[config.mk]
export PLATFORM = sky130hd
export DESIGN_NAME = vga_timing_gen_flat
export DESIGN_NICKNAME = d
export VERILOG_FILES = /design/src/rtl/vga_timing_gen_if.sv /design/src/rtl/vga_timing_gen.sv /design/src/flat_wrapper.sv
export SDC_FILE = /design/constraint.sdc
export NUM_CORES = 1
export LEC_CHECK = 0
export ABC_AREA = 1
export CORE_MARGIN = 2
export CORE_UTILIZATION = 56
export CTS_CLUSTER_DIAMETER = 100
export DETAILED_ROUTE_END_ITERATION = 10
export PLACE_DENSITY = 0.83
export SYNTH_ARGS = -nofsm -noshare
export SYNTH_HDL_FRONTEND = slang
export SYNTH_SLANG_ARGS = --single-unit
[constraint.sdc]
create_clock -name vga_clk -period 2.5 [get_ports vga_clk]
set_input_delay 0.75 -clock vga_clk [delete_from_list [all_inputs] [get_ports vga_clk]]
set_output_delay 0.75 -clock vga_clk [all_outputs]
set_load 0.005 [all_outputs]
[src/rtl/vga_timing_gen_if.sv]
// Raster timing bundle from the VGA timing generator to the pixel printer and video DAC.
// No backpressure: a new point is presented on every vga_clk cycle and video_on qualifies pixel_x/pixel_y.
interface vga_timing_gen_if;
  logic       hsync;
  logic       vsync;
  logic       video_on;
  logic       blank_n;
  logic [9:0] pixel_x;
  logic [9:0] pixel_y;
  logic       line_start;
  logic       frame_start;

  modport master (
    output hsync, vsync, video_on, blank_n, pixel_x, pixel_y, line_start, frame_start
  );

  modport slave (
    input hsync, vsync, video_on, blank_n, pixel_x, pixel_y, line_start, frame_start
  );
endinterface

[src/rtl/vga_timing_gen.sv]
// VGA raster timing: free-running h/v counters with a registered decode of sync, blanking and coordinates.
// Every output is registered from the same (h,v) point, so all outputs lag the counters by one cycle together.
module vga_timing_gen #(
  parameter int H_DISPLAY = 640,
  parameter int H_FRONT   = 16,
  parameter int H_SYNC    = 96,
  parameter int H_BACK    = 48,
  parameter int V_DISPLAY = 480,
  parameter int V_FRONT   = 10,
  parameter int V_SYNC    = 2,
  parameter int V_BACK    = 33,
  parameter bit H_POL     = 1'b0,
  parameter bit V_POL     = 1'b0
) (
  input  logic             vga_clk,
  input  logic             rst,
  vga_timing_gen_if.master o_vga
);

  localparam int H_TOTAL = H_DISPLAY + H_FRONT + H_SYNC + H_BACK;
  localparam int V_TOTAL = V_DISPLAY + V_FRONT + V_SYNC + V_BACK;

  // Decode boundaries are 11 bits so a region edge at 1024 still compares correctly.
  localparam logic [10:0] H_DISP_END   = 11'(H_DISPLAY);
  localparam logic [10:0] H_SYNC_START = 11'(H_DISPLAY + H_FRONT);
  localparam logic [10:0] H_SYNC_END   = 11'(H_DISPLAY + H_FRONT + H_SYNC);
  localparam logic [10:0] V_DISP_END   = 11'(V_DISPLAY);
  localparam logic [10:0] V_SYNC_START = 11'(V_DISPLAY + V_FRONT);
  localparam logic [10:0] V_SYNC_END   = 11'(V_DISPLAY + V_FRONT + V_SYNC);
  localparam logic [9:0]  H_MAX        = 10'(H_TOTAL - 1);
  localparam logic [9:0]  V_MAX        = 10'(V_TOTAL - 1);

  if ((H_TOTAL > 1024) || (V_TOTAL > 1024)) begin : g_bad_params
    $fatal(1, "vga_timing_gen: H_TOTAL and V_TOTAL must not exceed 1024");
  end

  logic [9:0]  r_h_cnt;
  logic [9:0]  r_v_cnt;
  logic        r_hsync;
  logic        r_vsync;
  logic        r_video_on;
  logic [9:0]  r_pixel_x;
  logic [9:0]  r_pixel_y;
  logic        r_line_start;
  logic        r_frame_start;

  logic [10:0] w_h_ext;
  logic [10:0] w_v_ext;
  logic        w_h_wrap;
  logic        w_v_wrap;
  logic        w_video_on;
  logic        w_hs_active;
  logic        w_vs_active;

  always_comb begin
    w_h_ext     = {1'b0, r_h_cnt};
    w_v_ext     = {1'b0, r_v_cnt};
    w_h_wrap    = (r_h_cnt == H_MAX);
    w_v_wrap    = (r_v_cnt == V_MAX);
    w_video_on  = (w_h_ext < H_DISP_END) && (w_v_ext < V_DISP_END);
    w_hs_active = (w_h_ext >= H_SYNC_START) && (w_h_ext < H_SYNC_END);
    w_vs_active = (w_v_ext >= V_SYNC_START) && (w_v_ext < V_SYNC_END);
  end

  always_ff @(posedge vga_clk) begin
    if (rst) begin
      r_h_cnt <= 10'd0;
      r_v_cnt <= 10'd0;
    end else if (w_h_wrap) begin
      r_h_cnt <= 10'd0;
      r_v_cnt <= w_v_wrap ? 10'd0 : (r_v_cnt + 10'd1);
    end else begin
      r_h_cnt <= r_h_cnt + 10'd1;
    end
  end

  // Reset parks the syncs at their inactive level so no partial pulse survives a mid-frame reset.
  always_ff @(posedge vga_clk) begin
    if (rst) begin
      r_hsync       <= ~H_POL;
      r_vsync       <= ~V_POL;
      r_video_on    <= 1'b0;
      r_pixel_x     <= 10'd0;
      r_pixel_y     <= 10'd0;
      r_line_start  <= 1'b0;
      r_frame_start <= 1'b0;
    end else begin
      r_hsync       <= w_hs_active ? H_POL : ~H_POL;
      r_vsync       <= w_vs_active ? V_POL : ~V_POL;
      r_video_on    <= w_video_on;
      r_pixel_x     <= r_h_cnt;
      r_pixel_y     <= r_v_cnt;
      r_line_start  <= (r_h_cnt == 10'd0);
      r_frame_start <= (r_h_cnt == 10'd0) && (r_v_cnt == 10'd0);
    end
  end

  assign o_vga.hsync       = r_hsync;
  assign o_vga.vsync       = r_vsync;
  assign o_vga.video_on    = r_video_on;
  assign o_vga.blank_n     = r_video_on;
  assign o_vga.pixel_x     = r_pixel_x;
  assign o_vga.pixel_y     = r_pixel_y;
  assign o_vga.line_start  = r_line_start;
  assign o_vga.frame_start = r_frame_start;

endmodule
[src/flat_wrapper.sv]
// flat-port wrapper written by rule: the top's interface ports become plain ports
module vga_timing_gen_flat 
#(
  parameter int H_DISPLAY = 640,
  parameter int H_FRONT   = 16,
  parameter int H_SYNC    = 96,
  parameter int H_BACK    = 48,
  parameter int V_DISPLAY = 480,
  parameter int V_FRONT   = 10,
  parameter int V_SYNC    = 2,
  parameter int V_BACK    = 33,
  parameter bit H_POL     = 1'b0,
  parameter bit V_POL     = 1'b0
)
  (vga_clk, rst, o_vga_hsync, o_vga_vsync, o_vga_video_on, o_vga_blank_n, o_vga_pixel_x, o_vga_pixel_y, o_vga_line_start, o_vga_frame_start);
  vga_timing_gen_if o_vga_i ();
  input  logic vga_clk;
  input  logic rst;
  output wire logic [$bits(o_vga_i.hsync)-1:0] o_vga_hsync;
  output wire logic [$bits(o_vga_i.vsync)-1:0] o_vga_vsync;
  output wire logic [$bits(o_vga_i.video_on)-1:0] o_vga_video_on;
  output wire logic [$bits(o_vga_i.blank_n)-1:0] o_vga_blank_n;
  output wire logic [$bits(o_vga_i.pixel_x)-1:0] o_vga_pixel_x;
  output wire logic [$bits(o_vga_i.pixel_y)-1:0] o_vga_pixel_y;
  output wire logic [$bits(o_vga_i.line_start)-1:0] o_vga_line_start;
  output wire logic [$bits(o_vga_i.frame_start)-1:0] o_vga_frame_start;
  assign o_vga_hsync = o_vga_i.hsync;
  assign o_vga_vsync = o_vga_i.vsync;
  assign o_vga_video_on = o_vga_i.video_on;
  assign o_vga_blank_n = o_vga_i.blank_n;
  assign o_vga_pixel_x = o_vga_i.pixel_x;
  assign o_vga_pixel_y = o_vga_i.pixel_y;
  assign o_vga_line_start = o_vga_i.line_start;
  assign o_vga_frame_start = o_vga_i.frame_start;
  vga_timing_gen #(.H_DISPLAY(H_DISPLAY), .H_FRONT(H_FRONT), .H_SYNC(H_SYNC), .H_BACK(H_BACK), .V_DISPLAY(V_DISPLAY), .V_FRONT(V_FRONT), .V_SYNC(V_SYNC), .V_BACK(V_BACK), .H_POL(H_POL), .V_POL(V_POL)) u_core (.vga_clk(vga_clk), .rst(rst), .o_vga(o_vga_i));
endmodule
Figure 1. Port wiring (run 1).
Scale bar: 20 um.
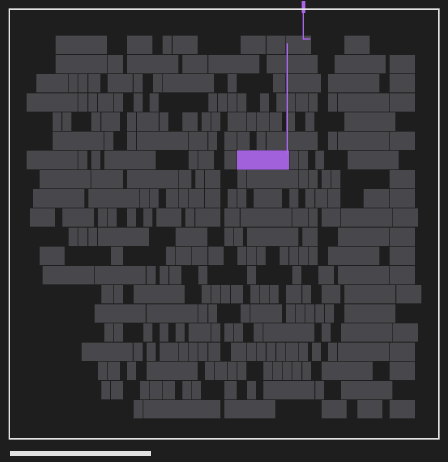
o_vga_hsync -> purple  # direction output, edge north, end cells 1, buffers 1, wire 20.4 um

Figure 2. Met1 routing (run 1).
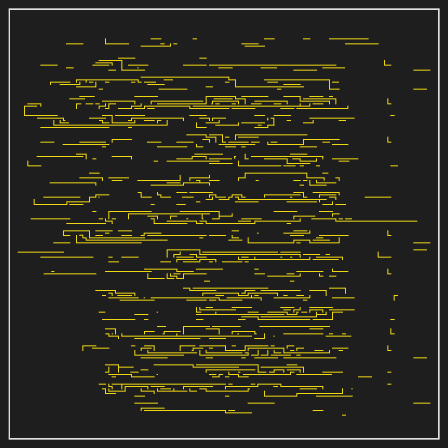
longest straight run = 18.4 um
share of all routed wire = 48%
main direction = horizontal

==> out/qor.csv, run 1 <==
stage;metric;value;unit
route;drtAntennaViolNets;0;
setup_path;path_delay_family;buffers and inverters;
status;outcome;completed;
synthesis;netlist_area;1800;sq um
sta;finClkSkew;0.00524;ns
placement;place.detailed.hpwl;2520;um
setup_path;crit_arrival;1.19;ns
final_layout;fill_cells;246;
floorplan;core_util_floorplan;59.0;%
synthesis;syn_inst;233;
synthesis;largest_area_cell;dfxtp_1;
final_layout;area_growth;21.7;%
clock_network;root_buffer;clkbuf_4;
global_routing;antenna_found_initial;0;
setup_path;path_cells;clkdlybuf4s50_1;
placement;globalplace.congestion;0.910;
setup_path;critPathLaunchType;flip-flop;
clock_network;cts_max_path_buffers;2;
clock_network;cts_tree;done;
clock_network;cts_buffers;5;
worst_hold_path;hp-class;flip-flop to flip-flop;
sta;fin_crit;1.94;ns
final_layout;final_area;2190;sq um
setup_path;slowest_delay;0.50;ns
synthesis;syn_nets;239;
global_routing;grt_overflow;0;
global_routing;met3_usage;6.40;%
final_layout;nets;270;
final_layout;antenna-diode-count;0;
route;drtIter0Drc;47;
floorplan;num_rows;20;
global_routing;grt_max_degree;22;
clock_network;clk_latency;0.36;ns
route;wl_per_cell;10.9;um
setup_path;required;1.75;ns
route;vias;1501;
clock_network;ctsHoldBuffers;0;
final_layout;layout_top_cell;nor2_1;
setup_path;critical_path.max_fanout;2;
floorplan;dieWidth;60.7;um
synthesis;numSynthFlops;45;
synthesis;ys_seq_share;50.0;%
Figure 3. Placed cells, one colour a class (run 1).
Fill, decap, tap and diode cells in grey.
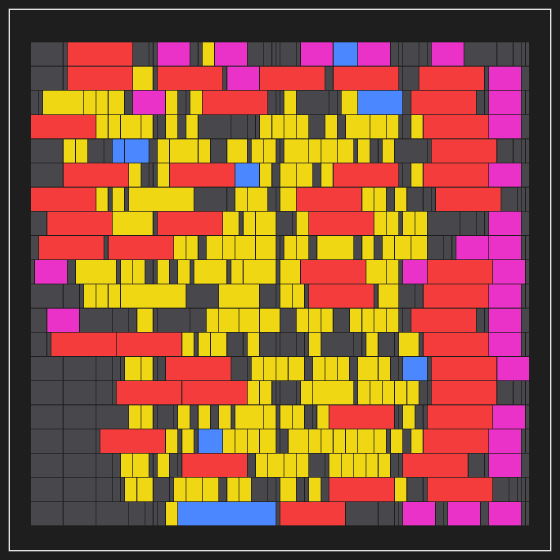
other buffers and delay cells -> magenta  # cells 28
flops -> red  # cells 45
all other logic -> yellow  # cells 184
clock drivers and dummy loads -> blue  # cells 8

-- run 1: cell type report --
| type | instances | area [sq um] | share of cell area [%] |
|---|---|---|---|
| Clock buffer | 7 | 55.1 | 2.51 |
| Inverter | 32 | 120 | 5.48 |
| Clock inverter | 1 | 30.0 | 1.37 |
| Sequential cell | 45 | 901 | 41.1 |
| Multi-Input combinational cell | 152 | 754 | 34.4 |
| Timing Repair Buffer | 28 | 278 | 12.7 |
| Tap cell | 44 | 55.1 | 2.51 |
-- run 1: flip-flops by register name, summed over array words and instances (netlist names) --
signal and cells:
u_core.r_h_cnt 10, u_core.o_vga.hsync 1, u_core.o_vga.blank_n 1, u_core.o_vga.frame_start 1
u_core.o_vga.pixel_x 10, u_core.o_vga.pixel_y 10, u_core.o_vga.vsync 1, u_core.r_v_cnt 10
u_core.o_vga.line_start 1
-- run 1: path summary, 6_finish.rpt --
kind | startpoint | to | cells after the start
hold reg to reg | u_core.r_h_cnt[0] | u_core.r_h_cnt[0] | 1
hold / removal | u_core.r_h_cnt[0] | u_core.r_h_cnt[0] | 1
setup / recovery | u_core.o_vga.blank_n | o_vga_blank_n | 1
setup reg to reg | u_core.r_h_cnt[0] | u_core.r_v_cnt[1] | 8
-- run 1: kinds of logic after synthesis --
group / after synthesis / synth area share [%]
AOI/OAI and AO/OA: 13 / 3.75
xor gates and xnor gates: 2 / 0.972
adders and majority gates: 4 / 2.78
buffers and inverters: 36 / 8.12
DFF: 45 / 50.0
and+or+nand+nor: 133 / 34.4
-- run 1: per-stage QoR --
| stage | hold WS, ns | std cells | util, % |
|---|---|---|---|
| floorplan | 0.441 | 233 | - |
| global placement | 0.481 | 301 | 69.1 |
| detailed placement | 0.481 | 301 | 69.1 |
| CTS | 0.510 | 309 | 71.8 |
| global route | 0.531 | 309 | 71.8 |
| finish | 0.503 | 309 | 71.8 |
-- run 1: power by group --
group	internal [mW]	switching [mW]	leakage (nW)	total, mW
clock network	0.239	0.219	0.0455	0.457
logic	0.0244	0.0282	0.559	0.0526
registers	0.727	0.00629	0.364	0.734
total	0.991	0.253	0.969	1.24
-- run 1: per-layer routing --
metal  vias to the layer above  wire length (um)
met5                         -                 0
li1                        787                 -
met1                       672              1620
met2                        39              1510
met4                         0                32
met3                         3               202
-- run 1: synthesized netlist by cell type, drive strengths merged --
cell type and instances:
nand2 49, dfxtp 45, clkbuf 2, o211ai 1, nor3b 1, nand3 11, o21ai 4, buf 2
nor2 58, a21oi 8, ha 4, nand4 10, nand3b 1, inv 32, nor3 3, xor2 2
Figure 4. Clock wires, drivers and flops (run 1).
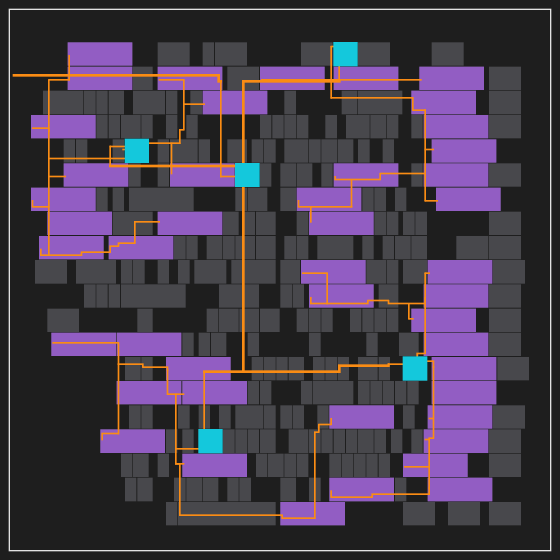

==> run 2: changes to the inputs <==
- CORE_UTILIZATION: 56 -> 52
- PLACE_DENSITY: 0.83 -> 0.78
- clock period: 2.5 -> 2.02 ns (I/O delays scaled with it)
Figure 5. Clock wires, drivers and flops (run 2).
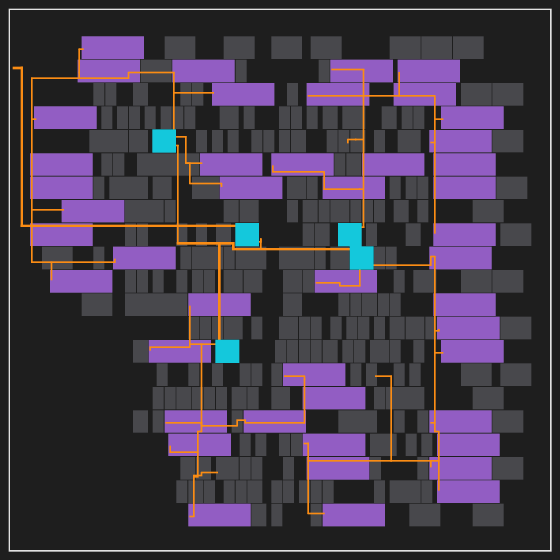
clock wires -> orange  # length 414 um
flip-flops -> purple  # count 45
cells driving clock nets -> cyan  # count 5
routed clock nets = 6

Figure 6. Placed cells, one colour a class (run 2).
Fill, decap, tap and diode cells in grey.
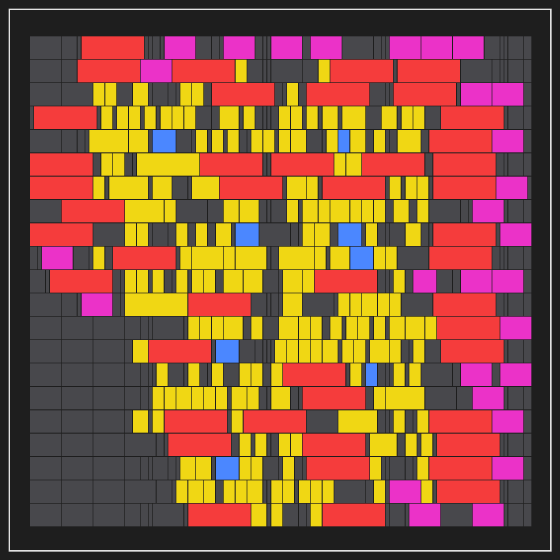
flops -> red  # cells 45
clock drivers and dummy loads -> blue  # cells 8
all other logic -> yellow  # cells 184
other buffers and delay cells -> magenta  # cells 28

Figure 7. Met1 routing (run 2).
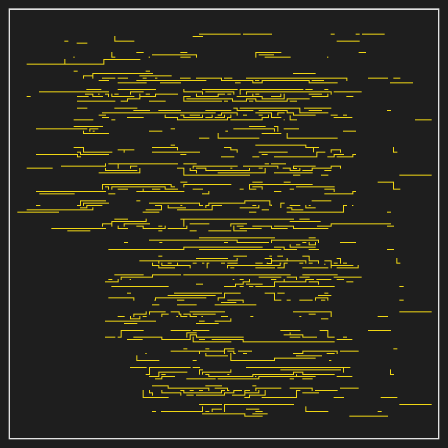
GR Util met1: 25.6%
Total Wirelength: 3350 um
via count: 1518

==> out/qor.csv, run 2 <==
stage;metric;value;unit;change
placement;globalplace.congestion;0.876;;was 0.910
floorplan;num_rows;21;;was 20
final_layout;area_growth;20.1;%;was 21.7%
setup_path;required;1.41;ns;was 1.75 ns
setup_path;slowest_delay;0.50;ns;about the same
setup_path;path_delay_family;buffers and inverters;;unchanged
clock_network;cts_max_path_buffers;2;;unchanged
floorplan;core_util_floorplan;54.0;%;was 59.0%
route;drtIter0Drc;84;;was 47
setup_path;crit_arrival;1.17;ns;was 1.19 ns
worst_hold_path;hp-class;flip-flop to flip-flop;;unchanged
status;outcome;completed;;unchanged
synthesis;ys_seq_share;50.0;%;unchanged
final_layout;antenna-diode-count;0;;unchanged
global_routing;antenna_found_initial;0;;unchanged
clock_network;cts_tree;done;;unchanged
route;wl_per_cell;10.8;um;was 10.9 um
global_routing;grt_overflow;0;;unchanged
final_layout;final_util;64.8;%;was 71.8%
sta;finClkSkew;0.00904;ns;was 0.00524 ns
route;drtAntennaViolNets;0;;unchanged
synthesis;most_common_cell;nor2_1;;unchanged
final_layout;final_area;2160;sq um;was 2190 sq um
run 2: routing by layer:
metal / wire length [um] / up-vias / part of all wire [%] / GRT usage, %
met2: 1470 / 51 / 44 / 28.2
met5: 0 / - / 0 / 0
met3: 186 / 6 / 5.6 / 3.78
met1: 1640 / 679 / 49 / 25.6
li1: - / 782 / - / -
met4: 56 / 0 / 1.7 / 8.06
run 2: stage by stage:
stage	power, mW	hold slack, ns
floorplan	0.964	0.441
global route	1.43	0.530
CTS	1.39	0.503
global placement	0.991	0.483
finish	1.37	0.497
detailed placement	0.992	0.473
run 2: worst register-to-register path, delay by kind of cell, from the launching register on:
family	cells	cell delay [ns]
flops	1	0.41
buf+inv	1	0.09
fa+ha+maj	1	0.20
simple gates	6	0.90
run 2: path summary, 6_finish.rpt:
kind / to / depth (start not counted) / slack, ns / startpoint
worst max-delay path: o_vga_video_on / 1 / 0.25 / u_core.o_vga.blank_n
worst min-delay path: u_core.r_h_cnt[0] / 1 / 0.50 / u_core.r_h_cnt[0]
worst max register to register: u_core.r_v_cnt[1] / 8 / 0.32 / u_core.r_h_cnt[0]
worst min register to register: u_core.r_h_cnt[0] / 1 / 0.50 / u_core.r_h_cnt[0]
run 2: logic make-up after synthesis:
kind of cell / count (synthesis) / synth area share (%)
AND-OR/OR-AND: 13 / 3.75
adder cells (fa/ha/maj): 4 / 2.78
XOR/XNOR: 2 / 0.972
buffers and inverters: 36 / 8.12
flip-flops: 45 / 50.0
AND/OR/NAND/NOR: 133 / 34.4
run 2: area by class of cell:
cell class              instances  area share, %
repair buffers                 28           12.8
multi-input cells             152           34.9
well taps                      46           2.66
clock buffers                   7           2.08
clock inverters                 1          0.347
inverters                      32           5.55
flip-flops and latches         45           41.6
run 2: report_power, final:
group	leakage [nW]	internal, mW	total [mW]	switching [mW]
logic	0.559	0.0299	0.0634	0.0335
registers	0.364	0.900	0.908	0.00774
clock network	0.0255	0.138	0.397	0.259
==> run 3: changes to the inputs <==
- CAP_MARGIN: unset -> 30
- SLEW_MARGIN: unset -> 5
Figure 8. Port wiring (run 3).
Scale bar: 20 um.
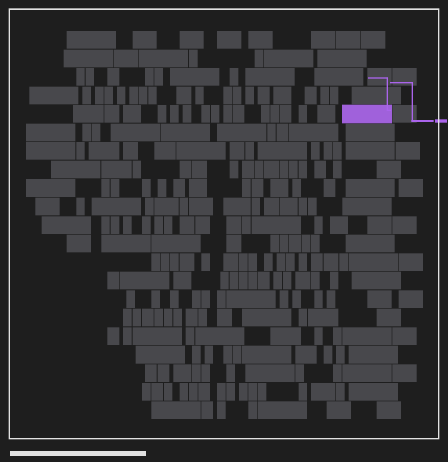
port bufs: 27
I/O pin cnt: 28

Figure 9. Placed cells, one colour a class (run 3).
Fill, decap, tap and diode cells in grey.
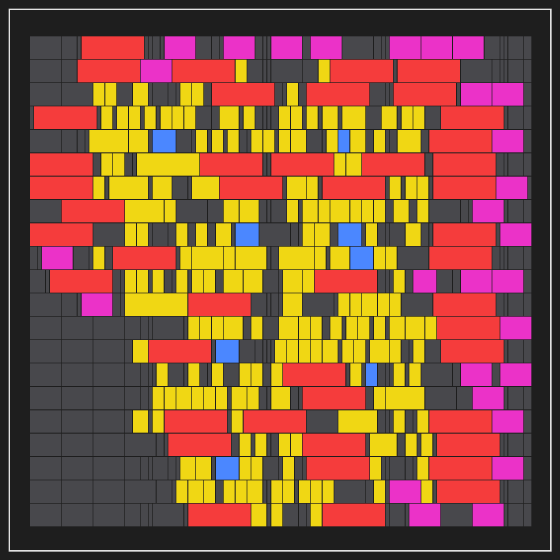
other buffers and delay cells -> magenta  # cells 28
clock drivers and dummy loads -> blue  # cells 8
all other logic -> yellow  # cells 184
flops -> red  # cells 45
row cnt: 21
core area: 3340 sq um
post-route cell area: 2160 sq um
Seq/total area: 41.6%
post-layout util: 64.8%

==> out/qor.csv, run 3 <==
stage;metric;value;unit;change
status;outcome;completed;;unchanged
setup_path;rrSetupSlack;0.32;ns;about the same
synthesis;flop_cell;dfxtp_1;;unchanged
floorplan;core_util_floorplan;54.0;%;unchanged
setup_path;crit_arrival;1.17;ns;about the same
route;drtAntennaViolNets;0;;unchanged
clock_network;root_buffer;clkbuf_4;;unchanged
setup_path;required;1.41;ns;about the same
power;swShare;22.0;%;unchanged
synthesis;synthArstFlopShare;0;%;unchanged
route;wl_per_cell;10.8;um;unchanged
route;drtIter0Drc;84;;unchanged
worst_hold_path;worstHoldStart;u_core.r_h_cnt[0];;unchanged
setup_path;path_delay_family;buffers and inverters;;unchanged
global_routing;grt_max_degree;22;;unchanged
setup_path;critPathLaunchType;flip-flop;;unchanged
clock_network;cts_tree;done;;unchanged
sta;hold_ws;0.497;ns;unchanged
final_layout;area_growth;20.1;%;unchanged
synthesis;numSynthFlops;45;;unchanged
synthesis;most_common_cell;nor2_1;;unchanged
setup_path;rr_endpoint;u_core.r_v_cnt[1];;unchanged
floorplan;dieWidth;62.9;um;unchanged
worst_hold_path;min_to;u_core.r_h_cnt[0];;unchanged
final_layout;nets;270;;unchanged
synthesis;synth-edff-count;0;;unchanged
synthesis;top_cells_by_count;nor2_1 (53), dfxtp_1 (45), nand2_1 (45);;unchanged
sta;finClkSkew;0.00904;ns;unchanged
power;clkPwrFrac;29.0;%;about the same
synthesis;ys_seq_share;50.0;%;unchanged
placement;globalplace.congestion;0.876;;unchanged
clock_network;ctsHoldBuffers;0;;unchanged
synthesis;syn_inst;233;;unchanged
clock_network;cts_buffers;5;;unchanged
worst_hold_path;hp-class;flip-flop to flip-flop;;unchanged
setup_path;r2r_start;u_core.r_h_cnt[0];;unchanged
synthesis;syn_nets;239;;unchanged
power;seqPwrFrac;66.3;%;about the same
Figure 10. Met1 routing (run 3).
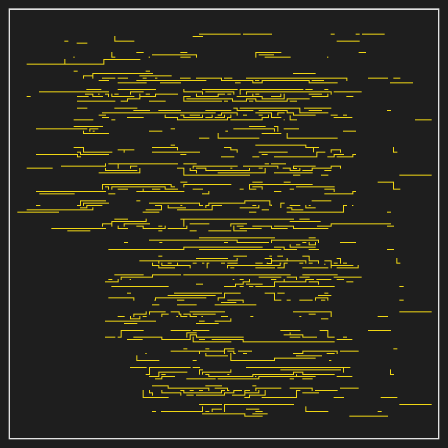
nets with wire on the layer = 240
share of all routed wire = 49%
wire length on this layer = 1640 um

==> run 3: cell counts after synthesis <==
Identical to the previous run, type by type.
==> run 3: power by group through the flow <==
stage	Combinational, mW	Sequential (mW)	Clock, mW
6_report	0.0634	0.908	0.397
5_1_grt	0.0699	0.911	0.450
4_1_cts	0.0639	0.908	0.414
3_5_place_dp	0.0637	0.928	0
3_3_place_gp	0.0637	0.928	0
2_1_floorplan	0.0361	0.928	0
==> run 3: cell type report <==
class / count / area, sq um
inverters: 32 / 120
flip-flops and latches: 45 / 901
multi-input cells: 152 / 754
clock inverters: 1 / 7.51
clock buffers: 7 / 45.0
fillers: 308 / 1170
well taps: 46 / 57.6
repair buffers: 28 / 278
==> run 3: kinds of logic (layout without fill, tap and decap cells) <==
logic type | after synthesis | after routing | share of synthesized area, %
simple gates | 133 | 133 | 34.4
compound gates | 13 | 13 | 3.75
xor+xnor | 2 | 2 | 0.972
buf+inv | 36 | 68 | 8.12
flops | 45 | 45 | 50.0
fa+ha+maj | 4 | 4 | 2.78
==> run 3: worst max path at each step <==
stage	start	to	slack, ns	depth (start not counted)
3_3_place_gp	rst	u_core.r_v_cnt[9]	0.25	6
2_1_floorplan	u_core.r_h_cnt[0]	u_core.r_v_cnt[9]	0.69	8
6_report	u_core.o_vga.blank_n	o_vga_video_on	0.25	1
5_1_grt	u_core.r_h_cnt[0]	u_core.r_v_cnt[1]	0.12	8
3_5_place_dp	rst	u_core.r_v_cnt[1]	0.24	6
4_1_cts	u_core.o_vga.pixel_y[2]	o_vga_pixel_y[2]	0.22	1
==> run 3: routing by layer <==
layer / vias to the layer above / wire [um] / global-route usage (%)
met3: 6 / 186 / 3.78
met5: - / 0 / 0
met1: 679 / 1640 / 25.6
li1: 782 / - / -
met2: 51 / 1470 / 28.2
met4: 0 / 56 / 8.06
==> run 3: stage by stage <==
stage / instance area (sq um) / power (mW) / setup slack (ns) / util (%)
after global placement: 2110 / 0.991 / 0.252 / 63.3
after CTS: 2160 / 1.39 / 0.223 / 64.8
after global routing: 2160 / 1.43 / 0.120 / 64.8
after floorplan: 1800 / 0.964 / 0.694 / -
after detailed placement: 2110 / 0.992 / 0.238 / 63.3
final: 2160 / 1.37 / 0.245 / 64.8

==> gallery <==
Routing congestion map.
image #1
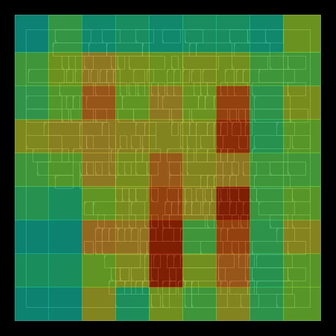
image #2
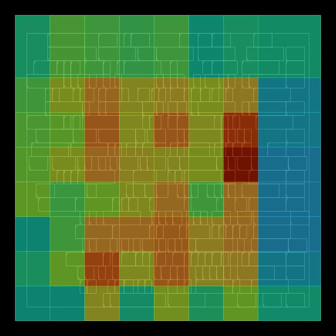
run 1 -> image #2
run 2 -> image #1

Power figures rest on the tool's default switching activity, not on a simulated workload.
